File: src/rtl/axis_rr_mux_if.sv
// rtl/axis_rr_mux_if.sv - AXI-Stream bundle carrying LANES parallel streams
//
// Signals (per lane i, data in tdata[i*WIDTH +: WIDTH]):
//   tdata   LANES*WIDTH  payload
//   tvalid  LANES        beat valid
//   tlast   LANES        end of packet
//   tready  LANES        beat accepted by the sink
// Modports: master drives tdata/tvalid/tlast, slave drives tready.
interface axis_rr_mux_if #(
    parameter int LANES = 1,
    parameter int WIDTH = 32
);
    logic [LANES*WIDTH-1:0] tdata;
    logic [LANES-1:0]       tvalid;
    logic [LANES-1:0]       tlast;
    logic [LANES-1:0]       tready;

    modport master (output tdata, output tvalid, output tlast, input  tready);
    modport slave  (input  tdata, input  tvalid, input  tlast, output tready);
endinterface

File: src/rtl/axis_rr_mux.sv
// rtl/axis_rr_mux.sv - N-input AXI-Stream round-robin arbiter with packet lock
//
// Ports:
//   clk           clock
//   rst           synchronous reset, active high
//   s_rx          slave bundle, NUM lanes of WIDTH-bit streams
//   m_tx          master bundle, one WIDTH-bit stream to the shared sink
//   m_tx_tid      grant index tagged onto the output stream
//                 (only when AXIS_RR_MUX_TID_EN is defined)
//   grant_active  high while a stream holds the grant
//   grant_idx     currently or last granted stream
// Build option: AXIS_RR_MUX_TID_EN adds the m_tx_tid output.
module axis_rr_mux #(
    parameter int NUM       = 4,
    parameter int WIDTH     = 32,
    parameter int MAX_BEATS = 0,
    parameter int IDX_BITS  = (NUM > 1) ? $clog2(NUM) : 1
) (
    input  logic                clk,
    input  logic                rst,
    axis_rr_mux_if.slave        s_rx,
    axis_rr_mux_if.master       m_tx,
`ifdef AXIS_RR_MUX_TID_EN
    output logic [IDX_BITS-1:0] m_tx_tid,
`endif
    output logic                grant_active,
    output logic [IDX_BITS-1:0] grant_idx
);

    typedef enum logic {IDLE = 1'b0, BUSY = 1'b1} state_t;

    state_t                state_q;
    logic [IDX_BITS-1:0]   ptr_q;
    logic [IDX_BITS-1:0]   grant_idx_q;
    logic                  grant_active_q;

    logic                  live;
    logic                  sel_valid;
    logic                  sel_last;
    logic                  force_rel;
    logic                  xfer;
    logic                  release_now;
    logic                  found;
    logic [IDX_BITS-1:0]   winner;
    logic [IDX_BITS-1:0]   ptr_d;

    // Gating with rst makes a mid-packet reset drop the grant in the same
    // cycle, so no beat can be accepted while reset is asserted.
    assign live      = (state_q == BUSY) && !rst;
    assign sel_valid = s_rx.tvalid[grant_idx_q];
    assign sel_last  = s_rx.tlast[grant_idx_q];

    assign m_tx.tdata  = s_rx.tdata[int'(grant_idx_q)*WIDTH +: WIDTH];
    assign m_tx.tvalid = live && sel_valid;
    assign m_tx.tlast  = m_tx.tvalid && (sel_last || force_rel);
    assign s_rx.tready = live ? (NUM'(m_tx.tready) << grant_idx_q) : '0;

    assign xfer        = m_tx.tvalid && m_tx.tready;
    assign release_now = xfer && (sel_last || force_rel);

`ifdef AXIS_RR_MUX_TID_EN
    assign m_tx_tid = grant_idx_q;
`endif

    assign grant_active = grant_active_q && !rst;
    assign grant_idx    = grant_idx_q;

    // The counter only exists when a beat limit is configured; force_rel
    // flags the beat that will end the grant.
    generate
        if (MAX_BEATS != 0) begin : g_cnt
            localparam int CNT_W = $clog2(MAX_BEATS + 1);
            logic [CNT_W-1:0] beat_cnt_q;

            always_ff @(posedge clk) begin
                if (rst) begin
                    beat_cnt_q <= '0;
                end else if (state_q == IDLE) begin
                    beat_cnt_q <= '0;
                end else if (xfer && beat_cnt_q != CNT_W'(MAX_BEATS)) begin
                    beat_cnt_q <= beat_cnt_q + CNT_W'(1);
                end
            end

            assign force_rel = (beat_cnt_q == CNT_W'(MAX_BEATS - 1));
        end else begin : g_nocnt
            assign force_rel = 1'b0;
        end
    endgenerate

    // First valid stream at or after ptr, wrapping; ptr points one past the
    // last served stream so that stream ends up with lowest priority.
    always_comb begin
        int j;
        found  = 1'b0;
        winner = ptr_q;
        j      = 0;
        for (int k = 0; k < NUM; k++) begin
            j = int'(ptr_q) + k;
            if (j >= NUM) begin
                j = j - NUM;
            end
            if (!found && s_rx.tvalid[j]) begin
                found  = 1'b1;
                winner = IDX_BITS'(j);
            end
        end
    end

    assign ptr_d = (grant_idx_q == IDX_BITS'(NUM - 1)) ? '0 : grant_idx_q + IDX_BITS'(1);

    always_ff @(posedge clk) begin
        if (rst) begin
            state_q        <= IDLE;
            ptr_q          <= '0;
            grant_idx_q    <= '0;
            grant_active_q <= 1'b0;
        end else begin
            case (state_q)
                IDLE: begin
                    if (found) begin
                        grant_idx_q    <= winner;
                        grant_active_q <= 1'b1;
                        state_q        <= BUSY;
                    end
                end
                BUSY: begin
                    if (release_now) begin
                        ptr_q          <= ptr_d;
                        grant_active_q <= 1'b0;
                        state_q        <= IDLE;
                    end
                end
                default: begin
                    state_q        <= IDLE;
                    grant_active_q <= 1'b0;
                end
            endcase
        end
    end

endmodule

File: src/flat_wrapper.sv
// flat-port wrapper written by rule: the top's interface ports become plain ports
module axis_rr_mux_flat 
#(
    parameter int NUM       = 4,
    parameter int WIDTH     = 32,
    parameter int MAX_BEATS = 0,
    parameter int IDX_BITS  = (NUM > 1) ? $clog2(NUM) : 1
)
  (clk, rst, grant_active, grant_idx, s_rx_tdata, s_rx_tvalid, s_rx_tlast, s_rx_tready, m_tx_tdata, m_tx_tvalid, m_tx_tlast, m_tx_tready);
  axis_rr_mux_if #(.LANES(NUM), .WIDTH(WIDTH)) s_rx_i ();
  axis_rr_mux_if #(.LANES(1), .WIDTH(WIDTH)) m_tx_i ();
  input  logic clk;
  input  logic rst;
  output logic grant_active;
  output logic [IDX_BITS-1:0] grant_idx;
  input wire logic [$bits(s_rx_i.tdata)-1:0] s_rx_tdata;
  input wire logic [$bits(s_rx_i.tvalid)-1:0] s_rx_tvalid;
  input wire logic [$bits(s_rx_i.tlast)-1:0] s_rx_tlast;
  output wire logic [$bits(s_rx_i.tready)-1:0] s_rx_tready;
  output wire logic [$bits(m_tx_i.tdata)-1:0] m_tx_tdata;
  output wire logic [$bits(m_tx_i.tvalid)-1:0] m_tx_tvalid;
  output wire logic [$bits(m_tx_i.tlast)-1:0] m_tx_tlast;
  input wire logic [$bits(m_tx_i.tready)-1:0] m_tx_tready;
  assign s_rx_i.tdata = s_rx_tdata;
  assign s_rx_i.tvalid = s_rx_tvalid;
  assign s_rx_i.tlast = s_rx_tlast;
  assign s_rx_tready = s_rx_i.tready;
  assign m_tx_tdata = m_tx_i.tdata;
  assign m_tx_tvalid = m_tx_i.tvalid;
  assign m_tx_tlast = m_tx_i.tlast;
  assign m_tx_i.tready = m_tx_tready;
  axis_rr_mux #(.NUM(NUM), .WIDTH(WIDTH), .MAX_BEATS(MAX_BEATS), .IDX_BITS(IDX_BITS)) u_core (.clk(clk), .rst(rst), .s_rx(s_rx_i), .m_tx(m_tx_i), .grant_active(grant_active), .grant_idx(grant_idx));
endmodule
File: config.mk
export PLATFORM = sky130hd
export DESIGN_NAME = axis_rr_mux_flat
export DESIGN_NICKNAME = d
export VERILOG_FILES = /design/src/rtl/axis_rr_mux_if.sv /design/src/rtl/axis_rr_mux.sv /design/src/flat_wrapper.sv
export SDC_FILE = /design/constraint.sdc
export NUM_CORES = 1
export LEC_CHECK = 0
export CORE_ASPECT_RATIO = 0.8
export CORE_MARGIN = 3
export CORE_UTILIZATION = 22
export DETAILED_ROUTE_END_ITERATION = 6
export GPL_TIMING_DRIVEN = 0
export HOLD_SLACK_MARGIN = 0.05
export PLACE_DENSITY = 0.79
export SLEW_MARGIN = 20
export SYNTH_ARGS = -nofsm -noshare
export SYNTH_HDL_FRONTEND = slang
export SYNTH_SLANG_ARGS = --single-unit
File: constraint.sdc
create_clock -name clk -period 1.8 [get_ports clk]
set_clock_uncertainty 0.2 [all_clocks]
set_input_delay 0.36 -clock clk [delete_from_list [all_inputs] [get_ports clk]]
set_output_delay 0.36 -clock clk [all_outputs]
set_load 0.005 [all_outputs]
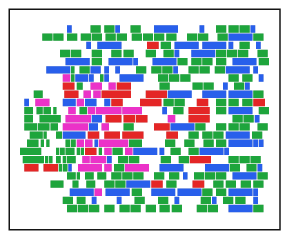
run_1/sizing.png
Scale: 3 px per um.
[blue] x2 | cells: 76 | most used: buf_2
[green] x1 and smaller | cells: 178 | most used: clkdlybuf4s50_1
[magenta] x3 and x4 | cells: 26 | most used: buf_4
[red] x6 and larger | cells: 26 | most used: buf_6
non-clock buffer total of the final layout: 214
final worst-path setup slack: -0.4644 ns
final design instance area without fill: 0.003455 mm^2
Syn-to-layout area delta: 180.0%

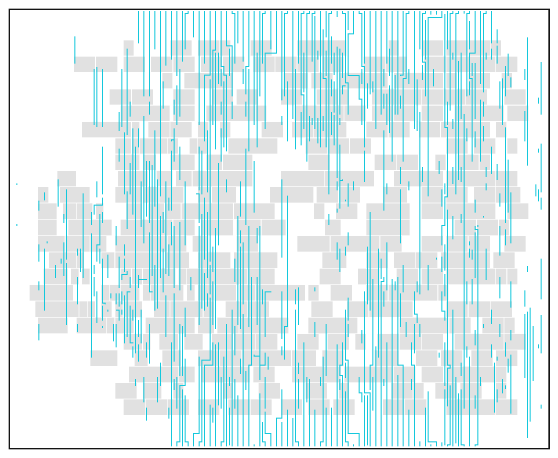
run_1/m2.png
Scale: 6 px per um.
wire length on this layer: 3,880 um
longest straight run: 49.0 um
nets with wire on the layer: 411
met2 routing resource usage after global routing: 0.3875
wire length reported by the detailed router: 7120 um

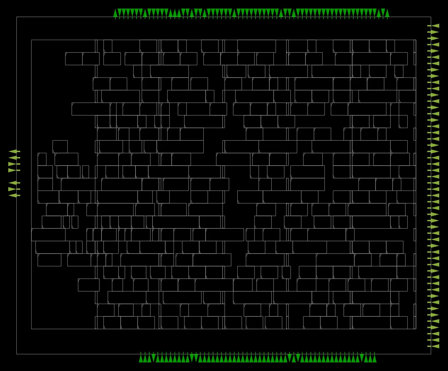
run_1/placed.png
std cell rows: 23
flop count: 6
Util after Layout: 0.6632
final cell count without fillers: 381

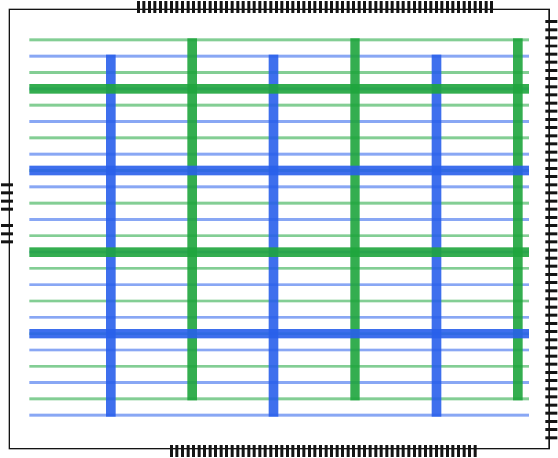
run_1/floorplan.png
Scale: 6 px per um. Pins as bars on the die edge.
[green] VDD
[blue] VSS
met5 straps: 4
rows: 23
met4 straps: 6
signal pins: 180
y dimension of the die: 72.98 um
Max IR drop VDD: 0.0006128 V
floorplan core area: 0.005209 mm^2

==> flow_summary_export.csv, run 1 <==
group,metric,value,unit
placement,numPortBuffers,179,
critical_path,list_of_cells_traversed_by_the_critical_path,"buf_6, buf_4, mux2_4, nor4b_4, or2_1, nor2b_4, buf_2",
run_status,violations_in_the_final_reports,"negative setup slack",
final_timing,fmax,441.6,MHz
synth,ys_warn_count,0,
synth,syn_area_per_cell,12.46,um^2
final_timing,timing_max_transition_violations_final,0,
finish,sequential_cell_area,128.9,um^2
cts,cts_htree_levels,1,
final_timing,setup-violations-final,42,
route,first_iter_violations,55,
placement,place_hpwl,5652,um
synth,fp_nets,239,
final_timing,finalWorstPathRequiredPeriod,2.264,ns
synth,number_of_synthesized_register_bits,6,
run_status,status,"finished with violations",
synth,post_synth_seq_share,0.09736,
cts,max-clock-path-buffers,2,
critical_path,startpoint_type,"flop",
grt,number_of_antenna_violations_at_the_first_check_in_global_routing,0,
min_path,timing.hold.worst.start,"u_core.grant_active_q",
critical_path,worstSetupEndpointType,"output port",
power_and_ir_drop,p_leak,1.370,nW
critical_path,critical_path.max_stage_delay,0.31,ns
min_path,hold_class,"flop to flop",
placement,place.gp.congestion,0.8354,
finish,antennaDiodeCount,0,
route,detail-route-antenna-nets,0,
critical_path,critPathArrivalTime,1.70,ns
critical_path,cp_top_family,"simple AND/OR/NAND/NOR gates",
cts,ctsRootBufferMaster,"clkbuf_8",
route,via_density,4.675,
grt,grt-ovfl-total,0,
critical_path,worst-path-buf-inv,3,
power_and_ir_drop,pwr_density_cell,366.7,mW/mm^2
finish,layout.nets,448,
finish,top_layout_cell,"clkdlybuf4s50_1",
finish,fillerInstances,422,
final_timing,grt_setup_unrepaired,"yes",
finish,layout.area.comb,0.001129,mm^2
finish,drive_gt1_frac,0.4183,
critical_path,reg2reg_setup_slack,-0.18,ns
cts,clkSlewWorstSetupHoldPaths,0.04,ns
placement,postPlaceCellArea,0.003166,mm^2
floorplanning,fp-utilization,0.2368,
cts,clk_ins_delay_skew_pair,0.22,ns
synth,post_synth_num_cell_types,31,
critical_path,timing.rr.start,"u_core.grant_idx[0]",
final_timing,report.final.hold_viol_count,0,
route,via_count,1781,
critical_path,highest_delay_cell_along_the_critical_path,"dfxtp_2",
synth,synthesis.area,0.001234,mm^2
floorplanning,die_w,89.73,um
floorplanning,ioPinCount,180,
route,drc_violations_left,0,
critical_path,worst_setup_path_startpoint,"u_core.grant_idx[0]",
finish,final_layout_top_logic_cells,"clkdlybuf4s50_1, buf_2, mux4_2",
power_and_ir_drop,fin_total_pwr,0.001267,W
critical_path,critical_path_required,1.24,ns
route,drt-wirelength-per-cell,18.69,um
final_timing,setup_ws,-0.4644,ns
cts,tritoncts,"built",
critical_path,largest_fanout_of_any_net_on_the_critical_path,4,
final_timing,period_used_share,1.258,
synth,post_synth_area_from_yosys_stat,0.001234,mm^2
flow_run,log.warning_count,29,
final_timing,tightestPinTransition,0.4460,ns
-- run 1: layer usage --
| metal | vias to the layer above | global-route usage | wire [um] |
|---|---|---|---|
| met4 | 0 | 0.06293 | 151 |
| met3 | 13 | 0.05361 | 485 |
| met1 | 860 | 0.2397 | 2604 |
| li1 | 834 | - | - |
| met5 | - | 0 | 0 |
| met2 | 74 | 0.3875 | 3879 |
-- run 1: synthesized netlist by cell type --
cell	instances	area share
inv_1	3	0.0091
nor4_1	1	0.0051
o21ai_1	1	0.0041
inv_2	2	0.0061
ha_1	1	0.010
buf_4	3	0.018
nor3b_1	2	0.012
nand2_1	2	0.0061
o21ai_0	3	0.012
nand3b_1	1	0.0061
o221ai_1	2	0.014
nor2b_1	2	0.010
a211oi_1	2	0.012
nor4b_4	1	0.019
buf_6	1	0.0091
mux2i_1	3	0.024
nor3_1	3	0.012
mux2_4	1	0.012
or2_1	1	0.0051
a31oi_1	1	0.0051
and3_1	1	0.0051
dfxtp_1	6	0.097
mux2_1	2	0.018
mux4_2	32	0.58
o21bai_1	1	0.0061
nor2_1	12	0.037
a2111oi_0	1	0.0071
a211o_1	1	0.0071
clkbuf_1	3	0.0091
a21oi_1	1	0.0041
buf_2	3	0.012
-- run 1: repair_timing --
action | CTS | global route
gates cloned | 3 | 0
setup buffers | 17 | 7
hold buffers | 0 | 0
gates resized | 197 | 19
endpoints found under the setup margin | 44 | 42
pin swaps | 7 | 4
-- run 1: cell type report --
cell class	instances	area share
plain buffers	10	0.04020
inverters	5	0.005433
multi-input cells	78	0.3267
flip-flops and latches	6	0.03731
repair buffers	204	0.5513
clock buffers	3	0.01195
well taps	75	0.02716
-- run 1: flip-flops by register name, indices dropped and copies added (netlist names) --
register               cells
u_core.grant_idx           2
u_core.ptr_q               2
u_core.grant_active_q      1
u_core.state_q             1
-- run 1: power breakdown --
group | internal (W) | switching [W]
Sequential | 0.000144 | 0.00000948
Combinational | 0.000632 | 0.000277
Clock | 0.000144 | 0.0000594
-- run 1: stage by stage --
stage / setup TNS [ns] / hold WS (ns) / cells / util / setup WS (ns)
6_report: -15.01 / 0.3031 / 381 / 0.6632 / -0.4644
5_1_grt: -16.79 / 0.3401 / 381 / 0.6632 / -0.5075
4_1_cts: -11.66 / 0.2976 / 376 / 0.6454 / -0.4337
3_5_place_dp: -24.92 / 0.2929 / 353 / 0.6077 / -0.8888
3_3_place_gp: -24.84 / 0.2877 / 353 / 0.6077 / -0.8835
2_1_floorplan: -0.2694 / 0.2556 / 99 / - / -0.01322
-- run 1: final timing paths --
check | endpoint | cells after the start
setup reg to reg | u_core.grant_active_q | 8
hold / removal | u_core.grant_active_q | 2
hold reg to reg | u_core.grant_active_q | 2
setup / recovery | m_tx_tlast | 7
-- run 1: logic make-up (layout without fill, tap and decap cells) --
logic type	after synthesis	count (layout)	share of synthesized area
muxes	38	38	0.6389
and+or+nand+nor	26	26	0.1176
adders and majority gates	1	1	0.01014
AOI/OAI and AO/OA	13	13	0.07200
buffers and inverters	15	222	0.06389
DFF	6	6	0.09737
==> run 1 -> run 2 <==
PLACE_DENSITY = unset   (was 0.79)
PLACE_DENSITY_LB_ADDON = 0.05   (was unset)
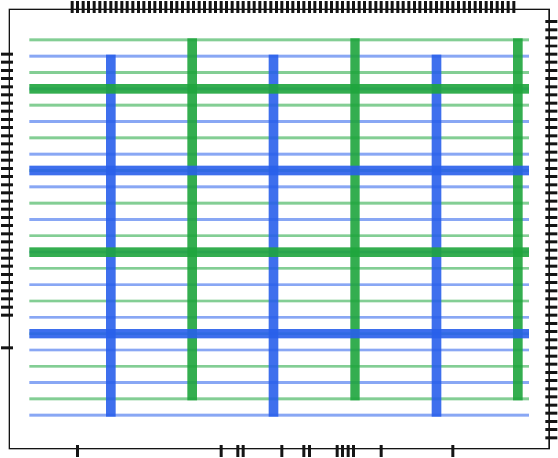
run_2/floorplan.png
Scale: 6 px per um. Pins as bars on the die edge.
[blue] VSS
[green] VDD
met5 straps: 4
signal pins: 180
met1 rails: 24
rows: 23
Die Span X: 89.73 um
Max IR drop VDD: 0.0003700 V

==> flow_summary_export.csv, run 2 <==
group,metric,value,unit
placement,pre_cts_slack,-0.9720,ns
run_status,violations_in_the_final_reports,"negative setup slack",
synth,synth.top_cell.area_share,0.5842,
synth,netlist_top_cells_area,"mux4_2, dfxtp_1, nor2_1",
critical_path,critical_path_required,1.24,ns
finish,final_design_area_no_fill,0.003298,mm^2
grt,number_of_antenna_violations_at_the_first_check_in_global_routing,0,
synth,common_cells,"mux4_2, nor2_1, dfxtp_1",
cts,clkSlewWorstSetupHoldPaths,0.04,ns
final_timing,setup_ws,-0.3720,ns
grt,grt-ovfl-total,0,
route,drt-total-wl,6899,um
finish,antennaDiodeCount,0,
cts,tritoncts,"built",
synth,synth_async_sr_flop_share,0,
critical_path,critPathArrivalTime,1.61,ns
finish,postLayoutCoreUtil,0.6332,
synth,synthesis.area,0.001234,mm^2
synth,post_synth_area_from_yosys_stat,0.001234,mm^2
synth,edf_count,0,
final_timing,grt_setup_unrepaired,"yes",
critical_path,worstSetupEndpointType,"output port",
route,via_count,1806,
synth,number_of_synthesized_register_bits,6,
flow_run,log.warning_count,29,
final_timing,period_used_share,1.207,
final_timing,setup-violations-final,40,
finish,final_layout_top_logic_cells,"clkdlybuf4s50_1, mux4_2, buf_2",
final_timing,report.final.hold_viol_count,0,
placement,postPlaceCellArea,0.003166,mm^2
synth,fp_nets,239,
critical_path,startpoint_type,"flop",
power_and_ir_drop,p_leak,1.275,nW
final_timing,tightestPinTransition,0.3223,ns
final_timing,slew_headroom,0.7831,
cts,clk_ins_delay_skew_pair,0.23,ns
route,drc_violations_left,0,
synth,synth_area_leader_cell,"mux4_2",
placement,numPortBuffers,179,
placement,place.gp.congestion,0.8075,
synth,post_synth_num_cell_types,31,
route,first_iter_violations,51,
final_timing,timing_max_transition_violations_final,0,
critical_path,largest_fanout_of_any_net_on_the_critical_path,5,
synth,synth-main-ff-cell,"dfxtp_1",
route,via_density,4.855,
finish,drive_gt1_frac,0.3939,
finish,synthToLayoutAreaGrowth,167.3,%
floorplanning,ioPinCount,180,
final_timing,fin_worst_hold_slack,0.3042,ns
critical_path,reg2reg_setup_slack,-0.11,ns
floorplanning,fp-utilization,0.2368,
grt,first_global_vias,1941,
flow_run,timing.max_cap.violations,0,
finish,layout.nets,439,
cts,cts_htree_levels,1,
cts,ctsRootBufferMaster,"clkbuf_8",
route,drt-wirelength-per-cell,18.55,um
synth,ys_warn_count,0,
finish,top_layout_cell,"clkdlybuf4s50_1",
final_timing,fmax,460.4,MHz
power_and_ir_drop,pwr_density_cell,370.8,mW/mm^2
finish,fillerInstances,459,
run_status,status,"finished with violations",
synth,syn_area_per_cell,12.46,um^2
cts,max-clock-path-buffers,2,
-- run 2: cell types whose count changed in the layout (fill, tap and decap cells not counted), moves of 2 or more --
cell             delta
buf_4               -2
mux2i_2             +3
dlymetal6s2s_1      -3
clkdlybuf4s50_1     +4
mux2i_4             -2
buf_6               -4
-- run 2: worst max-delay path, cell delays in order, from the launching register on --
cell	delay [ns]
dfxtp_2	0.32
buf_6	0.12
buf_4	0.11
mux2i_2	0.24
nor3_2	0.09
or2_1	0.26
nor2b_4	0.13
buf_2	0.11
-- run 2: power breakdown --
group / switching (W) / internal, W / leakage (nW)
combinational: 0.000260 / 0.000601 / 1.20
clock: 0.0000631 / 0.000144 / 0.0216
sequential: 0.0000108 / 0.000144 / 0.0509
total: 0.000334 / 0.000889 / 1.27
-- run 2: routing by layer --
layer,GRT usage,up-vias,part of all wire
li1,-,816,-
met1,0.2380,862,0.36
met2,0.3608,114,0.51
met3,0.07423,14,0.10
met4,0.07143,0,0.026
met5,0,-,0
-- run 2: path summary, 6_finish.rpt --
| kind | start | endpoint | cells past startpoint |
|---|---|---|---|
| hold reg to reg | u_core.grant_active_q | u_core.grant_active_q | 2 |
| setup / recovery | u_core.grant_idx[0] | m_tx_tlast | 7 |
| hold / removal | u_core.grant_active_q | u_core.grant_active_q | 2 |
| setup reg to reg | u_core.grant_idx[0] | u_core.grant_active_q | 8 |
-- run 2: area by class of cell --
class / count / area [um^2] / share of cell area
repair buffers: 195 / 1790 / 0.5429
multi-input cells: 78 / 1089 / 0.3300
plain buffers: 10 / 136.4 / 0.04135
flip-flops and latches: 6 / 128.9 / 0.03907
well taps: 75 / 93.84 / 0.02845
clock buffers: 3 / 41.29 / 0.01252
inverters: 5 / 18.77 / 0.005690
-- run 2: what timing repair did --
item,CTS,global route
cloned,2,0
buffers inserted,13,3
resized,188,9
hold buffers,0,0
setup endpoints to repair,44,43
pin swaps,5,4
-- run 2: kinds of logic after synthesis --
group                      share of synthesized area
muxes                                         0.6389
AOI/OAI and AO/OA                            0.07200
adders and majority gates                    0.01014
DFF                                          0.09737
buffers and inverters                        0.06389
and+or+nand+nor                               0.1176
-- run 2: metrics by stage --
step	std cells	TNS, ns	total power [W]
6_report	372	-11.39	0.001223
5_1_grt	372	-13.50	0.001299
4_1_cts	371	-12.11	0.001223
3_5_place_dp	353	-25.12	0.001024
3_3_place_gp	353	-25.76	0.001021
2_1_floorplan	99	-0.2694	0.0004622
No activity file was given, so power comes from the tool's default toggle rates.
